Run 1, supply network:
Bar = 100 um. Pins as bars on the die edge. Tap cells in grey.
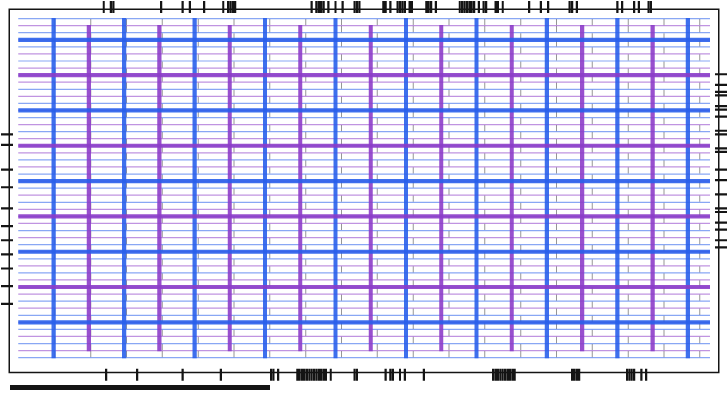
Run 1, cell classes on the final placement:
Bar = 100 um.
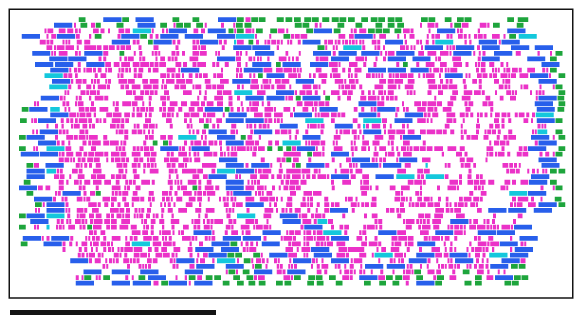
Run 1, clock wires, drivers and flops:
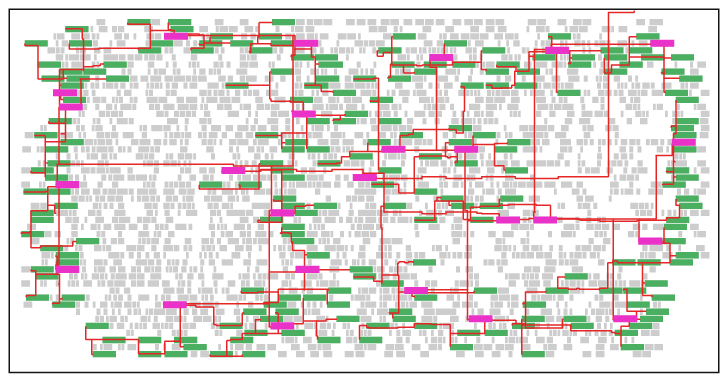
### src/rtl/seq_alu.sv
// seq_alu: multi-cycle ALU, shift-add MUL and restoring UDIV.
// Start/busy/done handshake with registered result and NZCV flags.
module seq_alu #(
  parameter int WIDTH = 32
) (
  input  logic             clk,
  input  logic             reset_n,
  input  logic             start,
  input  logic [2:0]       op,
  input  logic [WIDTH-1:0] src_a,
  input  logic [WIDTH-1:0] src_b,
  output logic             busy,
  output logic             done,
  output logic [WIDTH-1:0] result,
  output logic [WIDTH-1:0] result_hi,
  output logic [3:0]       flags,
  output logic             div_by_zero
);

  localparam int CW = $clog2(WIDTH + 1);

  localparam logic [2:0] OP_ADD = 3'b000;
  localparam logic [2:0] OP_SUB = 3'b001;
  localparam logic [2:0] OP_AND = 3'b010;
  localparam logic [2:0] OP_ORR = 3'b011;
  localparam logic [2:0] OP_EOR = 3'b100;
  localparam logic [2:0] OP_MUL = 3'b101;
  localparam logic [2:0] OP_DIV = 3'b110;

  typedef enum logic {
    S_IDLE,
    S_RUN
  } state_e;

  state_e           state_q, state_d;
  logic [CW-1:0]    cnt_q, cnt_d;
  logic [2:0]       op_q, op_d;
  logic [WIDTH-1:0] a_q, a_d;
  logic [WIDTH-1:0] b_q, b_d;
  logic [WIDTH-1:0] hi_q, hi_d;
  logic [WIDTH-1:0] lo_q, lo_d;
  logic [WIDTH-1:0] res_q, res_d;
  logic [WIDTH-1:0] rhi_q, rhi_d;
  logic [3:0]       flags_q, flags_d;
  logic             dbz_q, dbz_d;
  logic             done_q, done_d;

  logic [WIDTH:0]   mul_sum;
  logic [WIDTH:0]   div_sh;
  logic [WIDTH:0]   div_diff;
  logic             div_ge;
  logic [WIDTH-1:0] div_rem;
  logic [WIDTH-1:0] div_quo;
  logic [WIDTH-1:0] b_op;
  logic [WIDTH:0]   add_sum;

  logic [WIDTH-1:0] res_w;
  logic [WIDTH-1:0] rhi_w;
  logic             c_w;
  logic             v_w;
  logic             dbz_w;

  logic last;
  logic accept;
  logic is_long;

  // The op completes on the last count; a new op may be taken on that same edge.
  assign last    = (state_q == S_RUN) && (cnt_q == CW'(1));
  assign accept  = start && ((state_q == S_IDLE) || last);
  assign is_long = (op == OP_MUL) || (op == OP_DIV);

  // One iteration of shift-add multiply, restoring divide and the adder.
  always_comb begin
    mul_sum  = {1'b0, hi_q} + (lo_q[0] ? {1'b0, a_q} : '0);
    div_sh   = {hi_q, lo_q[WIDTH-1]};
    div_ge   = div_sh >= {1'b0, b_q};
    div_diff = div_sh - {1'b0, b_q};
    div_rem  = div_ge ? div_diff[WIDTH-1:0] : div_sh[WIDTH-1:0];
    div_quo  = {lo_q[WIDTH-2:0], div_ge};
    b_op     = (op_q == OP_SUB) ? ~b_q : b_q;
    add_sum  = {1'b0, a_q} + {1'b0, b_op}
             + {{WIDTH{1'b0}}, (op_q == OP_SUB)};
  end

  // Final result selection for the op completing this cycle.
  always_comb begin
    res_w = '0;
    rhi_w = '0;
    c_w   = 1'b0;
    v_w   = 1'b0;
    dbz_w = 1'b0;
    unique case (1'b1)
      (op_q == OP_ADD) || (op_q == OP_SUB): begin
        res_w = add_sum[WIDTH-1:0];
        c_w   = add_sum[WIDTH];
        v_w   = (a_q[WIDTH-1] == b_op[WIDTH-1])
             && (add_sum[WIDTH-1] != a_q[WIDTH-1]);
      end
      (op_q == OP_AND): res_w = a_q & b_q;
      (op_q == OP_ORR): res_w = a_q | b_q;
      (op_q == OP_EOR): res_w = a_q ^ b_q;
      (op_q == OP_MUL): begin
        res_w = {mul_sum[0], lo_q[WIDTH-1:1]};
        rhi_w = mul_sum[WIDTH:1];
      end
      (op_q == OP_DIV): begin
        res_w = div_quo;
        rhi_w = div_rem;
        dbz_w = (b_q == '0);
      end
      default: ;
    endcase
  end

  // FSM next state, iteration registers and output register updates.
  always_comb begin
    state_d = state_q;
    cnt_d   = cnt_q;
    op_d    = op_q;
    a_d     = a_q;
    b_d     = b_q;
    hi_d    = hi_q;
    lo_d    = lo_q;
    res_d   = res_q;
    rhi_d   = rhi_q;
    flags_d = flags_q;
    dbz_d   = dbz_q;
    done_d  = 1'b0;
    if (state_q == S_RUN) begin
      cnt_d = cnt_q - CW'(1);
      if (op_q == OP_MUL) begin
        {hi_d, lo_d} = {mul_sum, lo_q[WIDTH-1:1]};
      end else if (op_q == OP_DIV) begin
        hi_d = div_rem;
        lo_d = div_quo;
      end
      if (last) begin
        res_d   = res_w;
        rhi_d   = rhi_w;
        flags_d = {res_w[WIDTH-1], ~|res_w, c_w, v_w};
        dbz_d   = dbz_w;
        done_d  = 1'b1;
        state_d = S_IDLE;
      end
    end
    if (accept) begin
      state_d = S_RUN;
      op_d    = op;
      a_d     = src_a;
      b_d     = src_b;
      hi_d    = '0;
      lo_d    = (op == OP_DIV) ? src_a : src_b;
      cnt_d   = is_long ? CW'(WIDTH) : CW'(1);
    end
  end

  // State and output registers; reset aborts any op in flight.
  always_ff @(posedge clk or negedge reset_n) begin
    if (!reset_n) begin
      state_q <= S_IDLE;
      cnt_q   <= '0;
      op_q    <= '0;
      a_q     <= '0;
      b_q     <= '0;
      hi_q    <= '0;
      lo_q    <= '0;
      res_q   <= '0;
      rhi_q   <= '0;
      flags_q <= '0;
      dbz_q   <= 1'b0;
      done_q  <= 1'b0;
    end else begin
      state_q <= state_d;
      cnt_q   <= cnt_d;
      op_q    <= op_d;
      a_q     <= a_d;
      b_q     <= b_d;
      hi_q    <= hi_d;
      lo_q    <= lo_d;
      res_q   <= res_d;
      rhi_q   <= rhi_d;
      flags_q <= flags_d;
      dbz_q   <= dbz_d;
      done_q  <= done_d;
    end
  end

  assign busy        = (state_q == S_RUN);
  assign done        = done_q;
  assign result      = res_q;
  assign result_hi   = rhi_q;
  assign flags       = flags_q;
  assign div_by_zero = dbz_q;

endmodule

### config.mk
export PLATFORM = sky130hd
export DESIGN_NAME = seq_alu
export DESIGN_NICKNAME = d
export VERILOG_FILES = /design/src/rtl/seq_alu.sv
export SDC_FILE = /design/constraint.sdc
export NUM_CORES = 1
export LEC_CHECK = 0
export ABC_CLOCK_PERIOD_IN_PS = 8300
export CAP_MARGIN = 20
export CORE_ASPECT_RATIO = 0.5
export CORE_MARGIN = 3
export CORE_UTILIZATION = 50
export CTS_CLUSTER_SIZE = 10
export DETAILED_ROUTE_END_ITERATION = 6
export GPL_ROUTABILITY_DRIVEN = 1
export PLACE_DENSITY = 0.7
export REMOVE_ABC_BUFFERS = 1
export SYNTH_ARGS = -nofsm -noshare
export SYNTH_HDL_FRONTEND = slang
export SYNTH_SLANG_ARGS = --single-unit
### constraint.sdc
create_clock -name clk -period 8.3 [get_ports clk]
set_clock_uncertainty 0.2 [all_clocks]
set_input_delay 2.075 -clock clk [delete_from_list [all_inputs] [get_ports clk]]
set_output_delay 2.075 -clock clk [all_outputs]
set_load 0.005 [all_outputs]
==> COMMIT_EDITMSG, run 1 <==
Refresh implementation metrics

- Before placement the cells fill 51.1% of the core.
- Per the detail_route report, the via count comes to 17206.
- The worst pin sits at a relative slew slack of between 15 and 20%.
- The report shows a maximum critical-path fanout of 38.
* Relative area change from synthesis to final layout: 13.3%
- Summed over all routing layers, the global router reports a total usage of 32.4%.
* Gate count of the mapped netlist: 2242
- Wire length of the first global-routing pass: 96200 um
* Cells along the critical path: and2_2 -> xnor2_1 -> inv_1 -> fa_1 -> nand2b_1 -> a21oi_1 -> o211ai_1 -> nand3_1 -> a22oi_1 -> nor4_1 -> nand4_1 -> nor4b_2 -> nand4_1 -> or4_1 -> o31ai_2
- Worst setup startpoint: op_q[0]
* Number of warnings reported in the yosys synthesis log: 0
- The worst setup path is launched from a flop.
- Worst min-delay path startpoint: result_hi[5]
- The worst register-to-register path begins at op_q[0].
- Yosys mapped a number of flops with a built-in enable equal to 0.
* Number of nets in the finished design: approximately 2500
* Placeable core area: approximately 0.035 sq mm
- STA reports a reg2reg setup slack of 2490 ps.
- Chip area estimate from yosys synthesis: 0.0178 sq mm
* Xor/xnor share of the synthesized area: about 5.2%
* Synth cell count leaders: nand2_1 (327), o21ai_0 (227), dfrtp_1 (207)
* R2R depth: 15
- Most numerous logic cells after layout: nand2_1 (324), o21ai_0 (227), dfrtp_1 (204)
- Worst path slowest cell: dfrtp_2
- RR Endpoint: flags[2]
- Yosys attributes the largest share of cell area to dfrtp_1 (29%), ha_1 (12%), nand2_1 (6.9%).
- Post-layout period usage: 70.0%
* Number of warning messages in the logs: 64
- Sequential elements use 29.1% of the synthesized area.
- Clock-pin slew of the registers on the worst-case setup and hold paths: about 60 ps
- DP Wirelength: approximately 46000 um
- The CTS log lists the clock sinks for this run as 207.
* Compound-cell area share of the yosys netlist: 24.3%
- The worst setup path is captured at a flop.
* Proportion of synthesized flip-flops having asynchronous set or reset: 100%
- Buffers inserted during clock tree synthesis total 25.
- Vertical die dimension: 139 um
* Number of antenna violations at the first check in global routing: 4
* Proportion of netlist area held by the largest area contributor: 29.1%
- Clock insertion delay at the later pin of the skew report: 560 ps
- Post-CTS setup-driven buffer insertion count: 0
- Worst EP required: about 8600 ps
- The most frequently used library cell after synthesis is nand2_1.
- Result of the run: finished, final reports clean
- Share of post-route cells with drive strength above 1: 4.53%
- Entering global routing, the biggest net connects 97 pins.
* Count of maximum capacitance violations: 0
- Mux frac, synth: 5.63%
* Post-layout min period: 5810 ps
- Among the non-sequential cells, AND-OR/OR-AND gates take the most area.
- Hold_buf cts: 0
- Per-instance average area after synthesis: 7.93 sq um
- Per the synthesis report, the adder-cell share of the synthesized area is 12.1%.
* Placed standard-cell area: 0.0194 sq mm
- Hold depth: 2
- Number of unique standard cell types used by synthesis: 81
- WHS Endpoint: result_hi[5]
- Count of TritonRoute iterations in the first routing pass: 6
- Total number of placement rows: 48
- According to the floorplan report, the total die area is 0.0380 sq mm.
- The most critical min-delay path falls under flop to flop.
- Input and output buffers added on the ports amount to between 100 and 150.
* Cell total in the yosys stat output: 2242
- Before any placement, the netlist area is recorded as approximately 0.018 sq mm.
* Total of endpoints with negative setup slack in the final report: 0
- Commonest Layout Cell: nand2_1
- Post-route cell area: ~0.02 sq mm
* Timing endpoint of the critical path: flags[2]
- Type of the worst setup path: flop to flop
* Dpl ws: between 2000 and 3000 ps
* Number of cells upsized or downsized after cts: 0
* Setup repair after global routing missed its margin: no
- Number of vias per cell: 6.20
- Number of slew-limit violations in the final report: 0
- Average wire per cell in the routed design: 22.6 um
- RD Place Congestion: slightly below 1
* Root buffer selected by CTS: clkbuf_16
- Grt total ovfl: 0
- Data arrival time of the critical path: 6070 ps
- Iteration-0 DRC count of the detailed router: 1829
- For reference, the final report shows the hold violation count at 0.
- Max Fclk: 0.172 GHz
* Post-route DRC violation count: 0
- Routed wire length: 62600 um
Notes on 'supply network' above:
Key: VSS = blue; VDD = purple
49 met1 rails follow the rows. 141 signal pins sit on the boundary. 475 tap cells. 9 straps on met5. The core has 48 rows.

Notes on 'cell classes on the final placement' above:
Key: clock drivers and dummy loads = cyan [cells 33, share of their area 3.6%]; combinational and other logic = magenta [cells 1893, share of their area 62%]; remaining buffers and delay cells = green [cells 164, share of their area 8.1%]; sequential cells = blue [cells 207, share of their area 27%]

Notes on 'clock wires, drivers and flops' above:
Key: clock wires = red [length 3280 um]; clock drivers = magenta [count 25]; flip-flops = green [count 207]
There are 26 routed clock nets.

==> run 1: layer usage <==
layer	part of all wire [%]	global-route usage, %	vias to the layer above
met5	0.053	0	-
met4	2.0	6.51	6
met3	13	11.8	95
met2	39	44.6	776
met1	46	48.4	8216
li1	-	-	8113
==> run 1: logic make-up (layout without fill, tap and decap cells) <==
kind of cell    after synthesis  after routing
flops                       207            207
buf+inv                     244            299
compound gates              696            696
fa+ha+maj                   170            170
simple gates                722            722
mux                          97             97
other cells                   0              3
xor+xnor                    106            106
==> run 1: worst max-delay path, delay by kind of cell (launching register included) <==
kind	cells	cell delay (ps)
adders and majority gates	1	400
buffers and inverters	1	90
and+or+nand+nor	8	3140
xor gates and xnor gates	1	230
AOI/OAI and AO/OA	4	770
DFF	1	870
==> run 1: area by class of cell <==
type	instances	area, sq um
diodes	3	7.51
repair buffers	164	1590
clock inverters	1	5.00
inverters	102	383
clock buffers	32	692
flip-flops and latches	207	5180
fillers	3232	14600
multi-input cells	1791	11700
well taps	475	594
==> run 1: per-stage QoR <==
stage                     instances  util, %  hold slack, ps
final                          2775     57.9             266
after global routing           2772     57.9             285
after CTS                      2772     57.9             269
after detailed placement       2739     55.9             256
after global placement         2739     55.9             249
after floorplan                2100        -             263
==> run 1: flip-flops by register name, indices dropped and copies added, names as in the netlist <==
name,count
result_hi,32
op_q,3
result,32
done,1
busy,1
div_by_zero,1
lo_q,32
a_q,32
flags,3
cnt_q,6
b_q,32
hi_q,32
==> run 1 -> run 2 <==
ABC_CLOCK_PERIOD_IN_PS = 4930   (was 8300)
PLACE_DENSITY = 0.73   (was 0.7)
clock period = 4.93 ns   (was 8.3 ns; I/O delays follow)
Run 2, cell classes on the final placement:
Bar = 100 um.
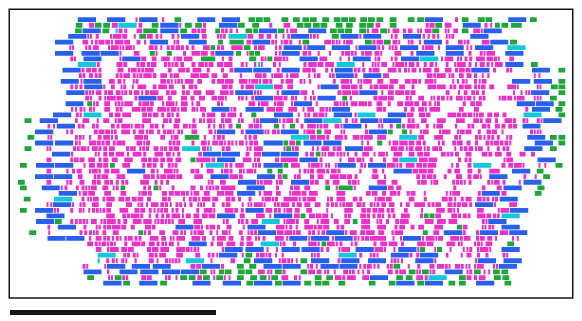
Key: sequential cells = blue [cells 207, share of their area 26%]; combinational and other logic = magenta [cells 1893, share of their area 61%]; clock drivers and dummy loads = cyan [cells 29, share of their area 3.2%]; remaining buffers and delay cells = green [cells 191, share of their area 9.4%]

==> run 2 against run 1 <==
Effect of this change:
- synthesized cell count did not move
- final cell count up 0.72%
- critical path depth up 1
- design area rose by 1.1%
- die size unchanged
- non-clock buffer count rose by 27
- fmax increased by 23%
- flip-flop count did not move
==> COMMIT_EDITMSG, run 2 <==
Refresh implementation metrics

* Area of the mapped netlist: 0.0178 sq mm (unchanged)
* Post-synth seq share: 29.1% (unchanged)
* Worst slew pin tran: 1140 ps
* Data arrival time of the critical path: 4960 ps (-1110 ps)
- The count of final setup violators came to 0 (unchanged).
- The largest net degree at the start of global routing was 111 (+14%).
- Proportion of synthesized flip-flops having asynchronous set or reset: 100% (unchanged)
- The diode insertion count for antenna repair was 0 (-3).
- Dominant register cell in the synthesized netlist: dfrtp_1
- Cell family with the largest share of critical-path delay: simple AND/OR/NAND/NOR gates
- Post-layout period usage: 95.5% (+26 points)
* Number of antenna violations at the first check in global routing: 6 (+2)
* Hold WC Path Type: flop to flop
* Worst slew slack as a fraction of its limit: 24.1% (+5.8 points)
- The aggregate global-route resource usage came to 32.4% (-0.072 points).
- Chip area estimate from yosys synthesis: 0.0178 sq mm (unchanged)
- Port bufs: 140 (unchanged)
* Finished Core Util: 58.5% (+0.61 points)
* DP Wirelength: 46400 um (+0.18%)
* Hold_buf cts: 0 (unchanged)
* Clock-pin slew of the registers on the worst-case setup and hold paths: 60 ps (about the same)
- The number of warnings the tools reported is 66 (+3.1%).
* Average wire per cell in the routed design: 22.4 um (-0.75%)
- Cell type with the highest aggregate area in the netlist: dfrtp_1
- Number of H-tree branching levels: 1
- Worst EP required: 5190 ps (-3370 ps)
- The fraction of met2 tracks used by global routing came to 45.0% (+0.44 points).
- Most Crowded Layer GR: met1
* Critical Path Source Type: flop
- The total number of yosys warnings came to 0 (unchanged).
- Most numerous logic cells after layout: nand2_1 (324), o21ai_0 (227), dfrtp_1 (204)
- The met3 track demand over resource was 9.58% (-2.2 points).
* Commonest Layout Cell: nand2_1
- Number of slew-limit violations in the final report: 0 (unchanged)
- The total wire length after detailed routing is 62600 um (about the same).
- Number of unique standard cell types used by synthesis: 81 (unchanged)
* Top layer reached by signal wires: met5
- Post-route cell area: 0.0203 sq mm (+1.1%)
- Number of buffer and inverter instances along the worst setup path: 2 (+1)
* Total number of placement rows: 48 (unchanged)
- Setup repair after global routing missed its margin: no
* Per-instance average area after synthesis: 7.93 sq um (unchanged)
* Peak fanout along the critical path: 40 (+5.3%)
- In the setup report, the worst path falls into the class flop to flop.
- The worst-skew pair later-pin latency is 560 ps (about the same).
- Among the non-sequential cells, AND-OR/OR-AND gates take the most area.
* Flop and latch count out of synthesis: 207
* Gate count of the mapped netlist: 2242 (unchanged)
- In this run the remaining antenna-violating nets after routing total 0.
- The met1 demand-to-capacity share in global routing was 48.9% (+0.52 points).
* Starting Density: 51.1% (unchanged)
- The launch point of the worst min-delay path is recorded as result_hi[8].
* Die Footprint: 0.0380 sq mm (unchanged)
* Final sum of negative setup slack: 0 ps
* TritonCTS clock tree: yes
* Logic area: 0.0117 sq mm (about the same)
- Number of vias per cell: 6.31 (+1.7%)
* Worst setup startpoint: op_q[0]
- Placed standard-cell area: 0.0197 sq mm (+1.2%)
- Vertical die dimension: 139 um (unchanged)
* Wire length of the first global-routing pass: 96500 um (+0.34%)
- The overall overflow remaining after global route was 0 (unchanged).
- Clock sink count: 207 (unchanged)
- The area fraction in xor and xnor cells came to 5.22% (unchanged).
* Final WS setup: 222 ps
* Number of vias after detailed routing: 17626 (+2.4%)
- The largest individual stage delay along the critical path comes from the cell or4_1.
* WL met1: 28000 um (-2.8%)
- The share of post-route cells with drive strength above 1 is 5.52% (+0.99 points).
- Dpl ws: 145 ps (-2490 ps)
- Dominant cells by area after synthesis: dfrtp_1 (29%), ha_1 (12%), nand2_1 (6.9%)
* Iteration-0 DRC count of the detailed router: 2310 (+26%)
- Root buffer selected by CTS: clkbuf_16
* Placeable core area: 0.0348 sq mm (unchanged)
- The run finished with clean final reports.
* Cell total in the yosys stat output: 2242 (unchanged)
- Post-route DRC violation count: 0 (unchanged)
- The total met2 wirelength after detailed routing is 25000 um (+1.1%).
- Cells along the critical path: buf_4 -> nor4b_4 -> a21oi_1 -> fa_1 -> nand2b_1 -> a21oi_1 -> o211ai_1 -> nand3_1 -> a22oi_1 -> nor4_1 -> buf_4 -> nand4_1 -> nor4b_2 -> nand4_1 -> or4_1 -> o31ai_2
- The max-capacitance violation count came to 0 (unchanged).
* Mux frac, synth: 5.63% (unchanged)
- RD Place Congestion: 1.05 (+5.9%)
- Relative area change from synthesis to final layout: 14.5%
- Register area: 0.00518 sq mm (unchanged)
- Slowest Stage Delay on Critical Path: 530 ps
- The adder-cell area share of the yosys netlist came to 12.1% (unchanged).
- The iteration count of the initial detailed-routing pass was 6 (unchanged).
* Post-layout min period: 4710 ps (-1100 ps)
* Endpoint type of the worst setup path: flop
* Number of nets in the finished design: 2557 (+1.0%)
- The maximum frequency from static timing analysis came to 0.212 GHz (+23%).
- Number of hold violations in the final report: 0 (unchanged)
* Proportion of netlist area held by the largest area contributor: 29.1% (unchanged)
* Start of the worst register-to-register path: op_q[0]
- FILL cells: 3196 (-1.1%)
- Total met3 wirelength after detailed routing: 8060 um (+2.3%)
- Post-synth EDFFs: 0 (unchanged)
* Dominant cell by count in the synthesized netlist: nand2_1
* Synth cell count leaders: nand2_1 (327), o21ai_0 (227), dfrtp_1 (207)
- 141 I/O pins were placed.
- Compound-cell area share of the yosys netlist: 24.3% (unchanged)
- The CTS buffer count was 24 (-4.0%).
* Number of global-route vias before repair: 16345
==> run 2: cell counts after synthesis <==
No cell type changed its count.
==> run 2: worst paths after layout <==
| check | slack, ps | cells after the start | endpoint |
|---|---|---|---|
| min in group asynchronous | 540 | 1 | done |
| min | 260 | 2 | result_hi[8] |
| max | 220 | 16 | flags[2] |
| max reg2reg | 220 | 16 | flags[2] |
| min reg2reg | 260 | 2 | result_hi[8] |
| max in group asynchronous | 2980 | 2 | hi_q[8] |
==> run 2: per-stage QoR <==
| step | hold slack [ps] | cells |
|---|---|---|
| after floorplan | 263 | 2100 |
| after global placement | 249 | 2763 |
| after detailed placement | 255 | 2763 |
| after CTS | 268 | 2792 |
| after global routing | 290 | 2795 |
| final | 264 | 2795 |
==> run 2: layout make-up <==
cell class / count / share of cell area, %
clock buffer: 29 / 3.15
inverter: 102 / 1.88
multi-input combinational: 1791 / 57.5
sequential: 207 / 25.5
tap: 475 / 2.92
timing repair buffer: 191 / 9.10
==> run 2: worst register-to-register path: stages (launching register included) <==
cell      delay, ps
dfrtp_2         360
buf_4           410
nor4b_4         350
a21oi_1          90
fa_1            400
nand2b_1        210
a21oi_1         340
o211ai_1        130
nand3_1         110
a22oi_1         110
nor4_1          390
buf_4           180
nand4_1         120
nor4b_2         370
nand4_1         140
or4_1           530
o31ai_2         170
==> run 2: repair_timing <==
item | 4_1_cts | 5_1_grt
gates resized | 0 | 3
hold endpoints to repair | 0 | 0
buffers inserted | 0 | 3
endpoints found under the setup margin | 0 | 1
